==> src/rtl/count_seq_pkg.sv <==
// Shared types and code helpers for the even-code count sequence monitor.
package count_seq_pkg;

  typedef enum logic [1:0] {IDLE, ACQUIRE, LOCKED, FAULT} seq_state_e;

  localparam logic [3:0] S0 = 4'b0000;
  localparam logic [3:0] S1 = 4'b0010;
  localparam logic [3:0] S2 = 4'b0100;
  localparam logic [3:0] S3 = 4'b0110;

  function automatic logic code_is_legal(input logic [3:0] c);
    return (c == S0) || (c == S1) || (c == S2) || (c == S3);
  endfunction

  function automatic logic [1:0] code_to_index(input logic [3:0] c);
    return c[2:1];
  endfunction

endpackage

==> src/rtl/state_sync_filter.sv <==
// Two-register sample pipeline; a sample is stable once both stages agree.
module state_sync_filter #(
  parameter int W = 4
) (
  input  logic         clock,
  input  logic         reset,
  input  logic [W-1:0] d_i,
  output logic         stable_o,
  output logic [W-1:0] sample_o
);

  logic [W-1:0] r1_q, r2_q;

  always_ff @(posedge clock) begin
    if (reset) begin
      r1_q <= '0;
      r2_q <= '0;
    end else begin
      r1_q <= d_i;
      r2_q <= r1_q;
    end
  end

  assign stable_o = (r1_q == r2_q);
  assign sample_o = r2_q;

endmodule

==> src/rtl/count_seq_monitor.sv <==
// Count-sequence monitor: step decode, lock tracking, fault and stall flags.
module count_seq_monitor
  import count_seq_pkg::*;
#(
  parameter int LOCK_COUNT  = 3,
  parameter int STALL_W     = 28,
  parameter int STALL_LIMIT = 150000000
) (
  input  logic       clock,
  input  logic       reset,
  input  logic [3:0] state_in,
  output logic [1:0] index,
  output logic       step_valid,
  output logic       dir_up,
  output logic       locked,
  output logic       fault,
  output logic       stall,
  output logic [7:0] step_count,
  output logic [3:0] error_count
);

  localparam logic [STALL_W-1:0] LIMIT  = STALL_W'(STALL_LIMIT);
  localparam logic [3:0]         LOCK_N = 4'(LOCK_COUNT);

  logic       stable;
  logic [3:0] sample;

  state_sync_filter #(.W(4)) u_filt (
    .clock    (clock),
    .reset    (reset),
    .d_i      (state_in),
    .stable_o (stable),
    .sample_o (sample)
  );

  seq_state_e         state_q;
  logic [3:0]         prev_q, run_q;
  logic [STALL_W-1:0] timer_q, timer_d;
  logic [1:0]         index_q;
  logic               step_valid_q, dir_up_q, locked_q, fault_q, stall_q;
  logic [7:0]         step_count_q;
  logic [3:0]         error_count_q;

  logic       evt, legal, is_up, fault_w, accept_w;
  logic [1:0] new_idx, delta;
  logic [3:0] run_nxt;

  assign evt     = stable && (sample != prev_q);
  assign legal   = code_is_legal(sample);
  assign new_idx = code_to_index(sample);
  assign delta   = new_idx - index_q;
  assign is_up   = (delta == 2'd1);
  assign run_nxt = ((run_q != 4'd0) && (is_up == dir_up_q)) ? run_q + 4'd1 : 4'd1;

  // In FAULT, prev_q holds the faulting code, so evt means "differs from it".
  always_comb begin
    fault_w  = 1'b0;
    accept_w = 1'b0;
    unique case (state_q)
      IDLE: begin
        fault_w  = stable && !legal;
        accept_w = stable && legal;
      end
      ACQUIRE, LOCKED: begin
        fault_w  = evt && (!legal || (delta == 2'd2));
        accept_w = evt && !fault_w;
      end
      FAULT:   accept_w = evt && legal;
      default: ;
    endcase
    timer_d = timer_q;
    if (fault_w || accept_w)
      timer_d = '0;
    else if ((state_q != IDLE) && (timer_q != LIMIT))
      timer_d = timer_q + 1'b1;
  end

  always_ff @(posedge clock) begin
    if (reset) begin
      state_q       <= IDLE;
      prev_q        <= S0;
      run_q         <= '0;
      timer_q       <= '0;
      index_q       <= '0;
      step_valid_q  <= 1'b0;
      dir_up_q      <= 1'b1;
      locked_q      <= 1'b0;
      fault_q       <= 1'b0;
      stall_q       <= 1'b0;
      step_count_q  <= '0;
      error_count_q <= '0;
    end else begin
      step_valid_q <= 1'b0;
      timer_q      <= timer_d;
      stall_q      <= (timer_d == LIMIT);
      if (fault_w) begin
        state_q  <= FAULT;
        prev_q   <= sample;
        fault_q  <= 1'b1;
        locked_q <= 1'b0;
        run_q    <= '0;
        if (error_count_q != 4'hF) error_count_q <= error_count_q + 4'd1;
      end else if (accept_w) begin
        prev_q  <= sample;
        index_q <= new_idx;
        if ((state_q == IDLE) || (state_q == FAULT)) begin
          state_q <= ACQUIRE;
          fault_q <= 1'b0;
        end else begin
          step_valid_q <= 1'b1;
          dir_up_q     <= is_up;
          step_count_q <= step_count_q + 8'd1;
          if (state_q == LOCKED) begin
            if (is_up != dir_up_q) begin
              run_q    <= 4'd1;
              state_q  <= ACQUIRE;
              locked_q <= 1'b0;
            end
          end else begin
            run_q <= run_nxt;
            if (run_nxt >= LOCK_N) begin
              state_q  <= LOCKED;
              locked_q <= 1'b1;
            end
          end
        end
      end
    end
  end

  assign index       = index_q;
  assign step_valid  = step_valid_q;
  assign dir_up      = dir_up_q;
  assign locked      = locked_q;
  assign fault       = fault_q;
  assign stall       = stall_q;
  assign step_count  = step_count_q;
  assign error_count = error_count_q;

endmodule
==> config.mk <==
export PLATFORM = sky130hd
export DESIGN_NAME = count_seq_monitor
export DESIGN_NICKNAME = d
export VERILOG_FILES = /design/src/rtl/count_seq_pkg.sv /design/src/rtl/state_sync_filter.sv /design/src/rtl/count_seq_monitor.sv
export SDC_FILE = /design/constraint.sdc
export NUM_CORES = 1
export LEC_CHECK = 0
export ABC_AREA = 1
export ABC_CLOCK_PERIOD_IN_PS = 2400
export CORE_ASPECT_RATIO = 1.1
export CORE_UTILIZATION = 60
export DETAILED_ROUTE_END_ITERATION = 6
export PLACE_DENSITY = 0.78
export RECOVER_POWER = 100
export SKIP_LAST_GASP = 1
export SYNTH_ARGS = -nofsm -noshare
export SYNTH_HDL_FRONTEND = slang
export SYNTH_HIERARCHICAL = 1
export SYNTH_SLANG_ARGS = --single-unit
==> constraint.sdc <==
create_clock -name clock -period 2.4 [get_ports clock]
set_clock_uncertainty 0.15 [all_clocks]
set_input_delay 0.36 -clock clock [delete_from_list [all_inputs] [get_ports clock]]
set_output_delay 0.36 -clock clock [all_outputs]
set_load 0.005 [all_outputs]
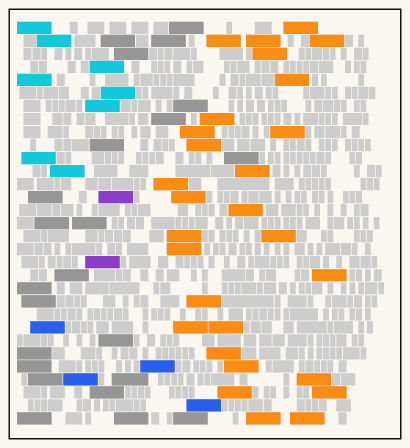
run_1/ff_map.png
Other sequential cells in the stronger gray, the rest of the logic in the fainter gray.
| color | signal | placed flops |
|---|---|---|
| orange | timer_q | 28 |
| blue | prev_q | 4 |
| purple | state_q | 2 |
| cyan | step_count | 8 |

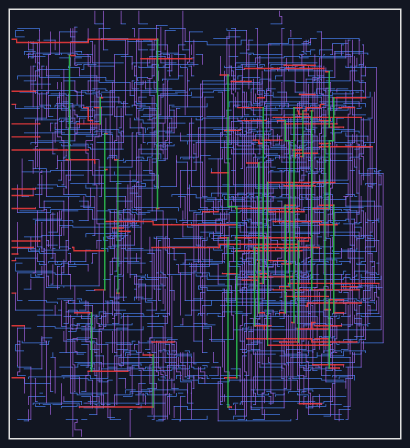
run_1/layers.png
| color | layer | wire length |
|---|---|---|
| green | M4 | 648 µm |
| blue | M1 | 4310 µm |
| purple | M2 | 5260 µm |
| red | M3 | 659 µm |

==> results.tsv, run 1 <==
metric	value	unit
RSZ-0062 raised after global routing	yes	
Placed Cells	783	
Residual DRC	0	
Unique cell types	36	
switching pwr	1.803	mW
CTS tree	yes	
die height	89.41	µm
port bufs	24	
Seq pwr share	32.1	%
Synth top cells by count	210 x nand2_1, 108 x nor2_1, 77 x inv_1	
leakage	2.023	nW
Logic Gate Count	510	
DR WL/cell	13.60	µm
CP arrival	2410	ps
async set-reset flop share out of synthesis	0	%
Non-clock buffers, area share	8.170	%
GPL Wtd Cong	0.9672	
die width	81.47	µm
final setup fails	0	
Hold Crit Class	reg -> reg	
Clock power frac	24.5	%
Yosys warning total	6	
Hold EP	u_filt/sample_o[3]$_SDFF_PP0_	
GR Layer Usage met3	5.612	%
Internal	2.548	mW
Area leader share	31.22	%
Critical Path Source	timer_q[7]$_SDFF_PP0_	
DIE AREA	7284	µm²
terminus of the critical flop-to-flop path	stall$_SDFF_PP0_	
vias per cell	5.399	
CP endpoint kind	flop	
fmax	439.3	MHz
main logic family after synthesis	simple AND/OR/NAND/NOR gates	
Max Cap Viol	0	
DR WL met2	5260	µm
Hold Crit Start	u_filt/r1_q[3]$_SDFF_PP0_	
M1 GR Usage	35.46	%
n_taps	82	
Post-Synthesis Cells	670	
sequential power	1.40	mW
Multiplexer share	0	%
total chip power	4.351	mW
worst path buffer plus inverter count	0	
Fill cells	564	
fp_density	62.84	%
inverters	84	
Final WS setup	123.9	ps
P_clk	1.07	mW
Resize count post-CTS	0	
Simple Share, Synth	41.79	%
Post-DP HPWL	8261	µm
xor+xnor area frac	4.833	%
Crit path max-delay family	simple AND/OR/NAND/NOR gates	
Setup Slack @ Placement	34.08	ps
core area	6633	µm²
synthesized area per cell	6.221	µm²
peak supply drop	0.5283	mV
status	completed	
Yosys Instances	670	
ys flop type	dfxtp_1	
Area Overhead vs Synth	16.12	%
Worst-Margin Slew	487.5	ps
crit-path max FO	4	
Crit path depth	12	
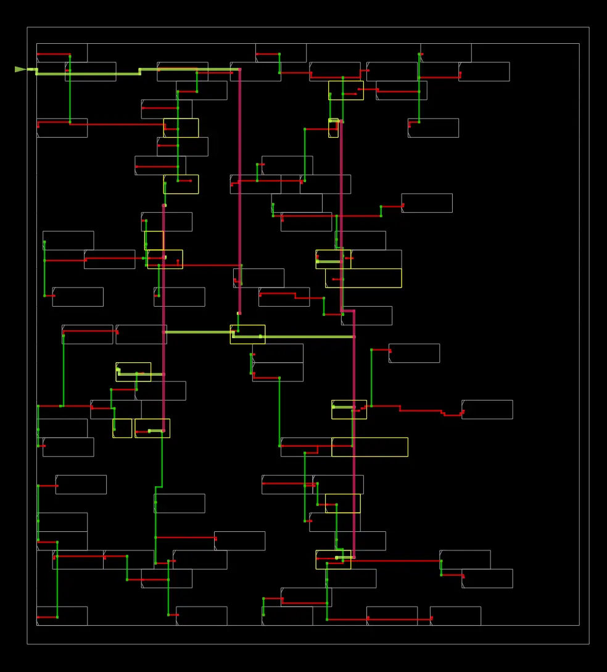
run_1/clock_nets.png
flop count: 65
CTS Buf Count: 9
Latency at later pin: 340 ps
clock buffers: 12
Sink Count: 65

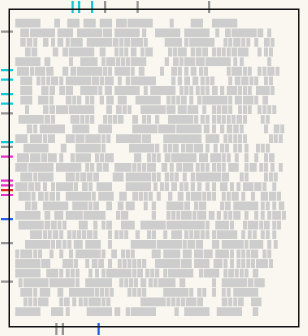
run_1/pinout.png
Pins as bars across the die edge, other pins in gray.
| color | port | pins | direction | edge |
|---|---|---|---|---|
| cyan | step_count | 8 | output | 5 left, 3 top |
| red | reset | 1 | input | left |
| magenta | error_count | 4 | output | left |
| blue | index | 2 | output | 1 bottom, 1 left |
all pins by edge: 16 left, 6 top, 3 bottom

run_1/gates.png
The bar under the picture is 20 µm long.
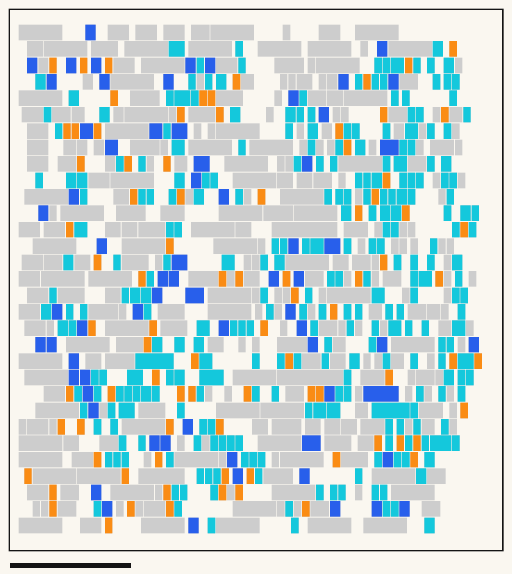

## Run 2: what changed since run 1
CORE_ASPECT_RATIO = 0.5   (was 1.1)
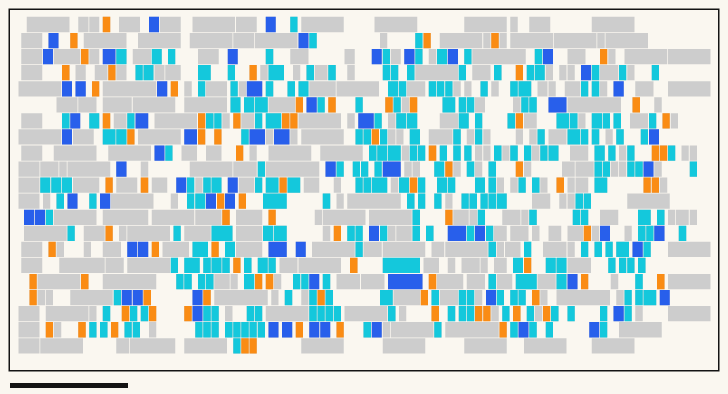
run_2/gates.png
The bar under the picture is 20 µm long.
| color | family | cells | where |
|---|---|---|---|
| cyan | nand cells | 272 | spread over the die |
| blue | aoi and oai cells | 67 | spread over the die |
| orange | inv cells | 84 | spread over the die |

==> run 2 against run 1 <==
Via count fell by 3.2%; fmax increased by 1.3%; register-to-register slack gained 30 ps; hold slack got worse by 8.3 ps; highest routed layer unchanged.
==> results.tsv, run 2 <==
metric	value	unit	change
status	completed		
inverters	84		unchanged
core area	6700	µm²	+1.0%
global route overflow	0		
Sink Count	65		unchanged
Hold Crit Start	u_filt/r1_q[2]$_SDFF_PP0_		
port bufs	24		unchanged
die width	119.9	µm	+47%
Unique cell types	36		unchanged
syn_nets	688		
largest cell class by area	logic gates		
Yosys warning total	6		unchanged
CP endpoint kind	flop		
die height	60.94	µm	-32%
DR WL met2	4361	µm	-17%
M1 GR Usage	39.28	%	+3.8 points
post-synthesis cell area	4168	µm²	
Multiplexer share	0	%	unchanged
Logic pwr share	41.4	%	
global-route wire length before repair	16370	µm	
Yosys Instances	670		unchanged
worst path buffer plus inverter count	2		+2
initial DRC count	259		
Layout clock area frac	5.851	%	
root cell of the clock tree	clkbuf_16		
drt first pass iters	4		
GPL Wtd Cong	0.9721		+0.51%
Seq pwr share	31.3	%	-0.8 points
Yosys reg bits	65		
Resize count post-CTS	0		unchanged
Vias	4179		
DR WL/cell	12.66	µm	-6.9%
Reg area	1305	µm²	
Placed Cells	787		+0.51%
H-Tree Depth	3		
final antenna-violating net count	0		
Simple Share, Synth	41.79	%	unchanged
vias per cell	5.204		-3.6%
Fill cells	592		+5.0%
CTS Buf Count	9		unchanged
top layer used by detailed routing	met4		
multi-input logic portion of the cell area	51.31	%	
flop count	65		unchanged
Area Overhead vs Synth	16.48	%	
final setup fails	0		unchanged
clock buffers	11		-1
n_taps	92		+12%
met2 Track Usage GR	46.57	%	
row cnt	21		
share of layout cells above drive strength 1	10.69	%	
Non-clock buffers, area share	7.088	%	-1.1 points
design area	4855	µm²	
synthesized area per cell	6.221	µm²	unchanged
Latency at later pin	340	ps	about the same
Logic Gate Count	509		-0.20%
Layout Nets	724		
post-route insts no fill	803		
GR Layer Usage met3	8.647	%	+3.0 points
largest net degree at the start of global routing	35		
Comb. pwr	1.86	mW	
worst path cell trace	inv_1 -> ha_1 -> nand3b_1 -> nand2_1 -> nand3_1 -> nand2_1 -> nand2_2 -> nand2_4 -> nand2_2 -> buf_4 -> nor2_1 -> nand2_1 -> nor2_1 -> nand3_1 -> nor2_1		
sequential power	1.41	mW	about the same
Post-DP HPWL	7674	µm	-7.1%
Residual DRC	0		unchanged
main logic family after synthesis	simple AND/OR/NAND/NOR gates		
Hold EP	u_filt/sample_o[2]$_SDFF_PP0_		
most used logic cell in the final layout	nand2_1		
Area leader share	31.22	%	unchanged
Crit path depth	15		+3
fmax	444.9	MHz	+1.3%
Hold Path Depth	2		
Post-Synthesis Cells	670		unchanged
io pins	25		
post-layout period usage	93.65	%	
CTS tree	yes		
largest register by flop count	timer_q		
vias in the first global route	3552		
fp_density	62.20	%	-0.63 points
Hold Vio Cnt, Final	0		
ys flop type	dfxtp_1		
Post-CTS Setup Bufs	0		
WL final	10170	µm	
async set-reset flop share out of synthesis	0	%	unchanged
total chip power	4.499	mW	+3.4%
Clock power frac	27.3	%	+2.8 points
P_clk	1.23	mW	+10%
r2r setup slk	150	ps	
peak supply drop	0.6115	mV	+16%
worst setup path category	reg -> reg		
leakage	2.062	nW	+2.0%
Internal	2.636	mW	+3.5%
slowest CP cell	dfxtp_2		
Synth Area in Adders	3.603	%	
Max Cap Viol	0		unchanged
max reg flops	28		
Final WS setup	152.4	ps	+28.50 ps
Sw Ratio	41.39	%	
Worst-Margin Slew	890.3	ps	+402.8 ps
n_diodes	0		
Hold Crit Class	reg -> reg		
terminus of the critical flop-to-flop path	stall$_SDFF_PP0_		
Setup Slack @ Placement	77.04	ps	+42.96 ps
RSZ-0062 raised after global routing	no		
crit-path max FO	10		+6
xor+xnor area frac	4.833	%	unchanged
Power Density	926.6	nW/µm²	
heaviest power group	combinational logic		
switching pwr	1.862	mW	+3.3%
CTS clock-pin slew for the worst setup and hold paths	50	ps	
sequential share of the synthesized area	31.22	%	
CP arrival	2370	ps	-40 ps
Crit path max-delay family	simple AND/OR/NAND/NOR gates		
DIE AREA	7304	µm²	+0.28%
YS chip area	4168	µm²	
Critical Path Source	u_filt/sample_o[1]$_SDFF_PP0_		
Synth top cells by count	210 x nand2_1, 108 x nor2_1, 77 x inv_1		
complex-gate fraction of the synthesized area	9.006	%	
total track usage	29.51	%	
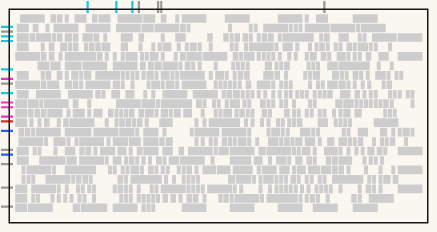
run_2/pinout.png
Pins as bars across the die edge, other pins in gray.
| color | port | pins | direction | edge |
|---|---|---|---|---|
| magenta | error_count | 4 | output | left |
| red | reset | 1 | input | left |
| blue | index | 2 | output | left |
| cyan | step_count | 8 | output | 5 left, 3 top |
all pins by edge: 18 left, 7 top

No activity file was given, so power comes from the tool's default toggle rates.
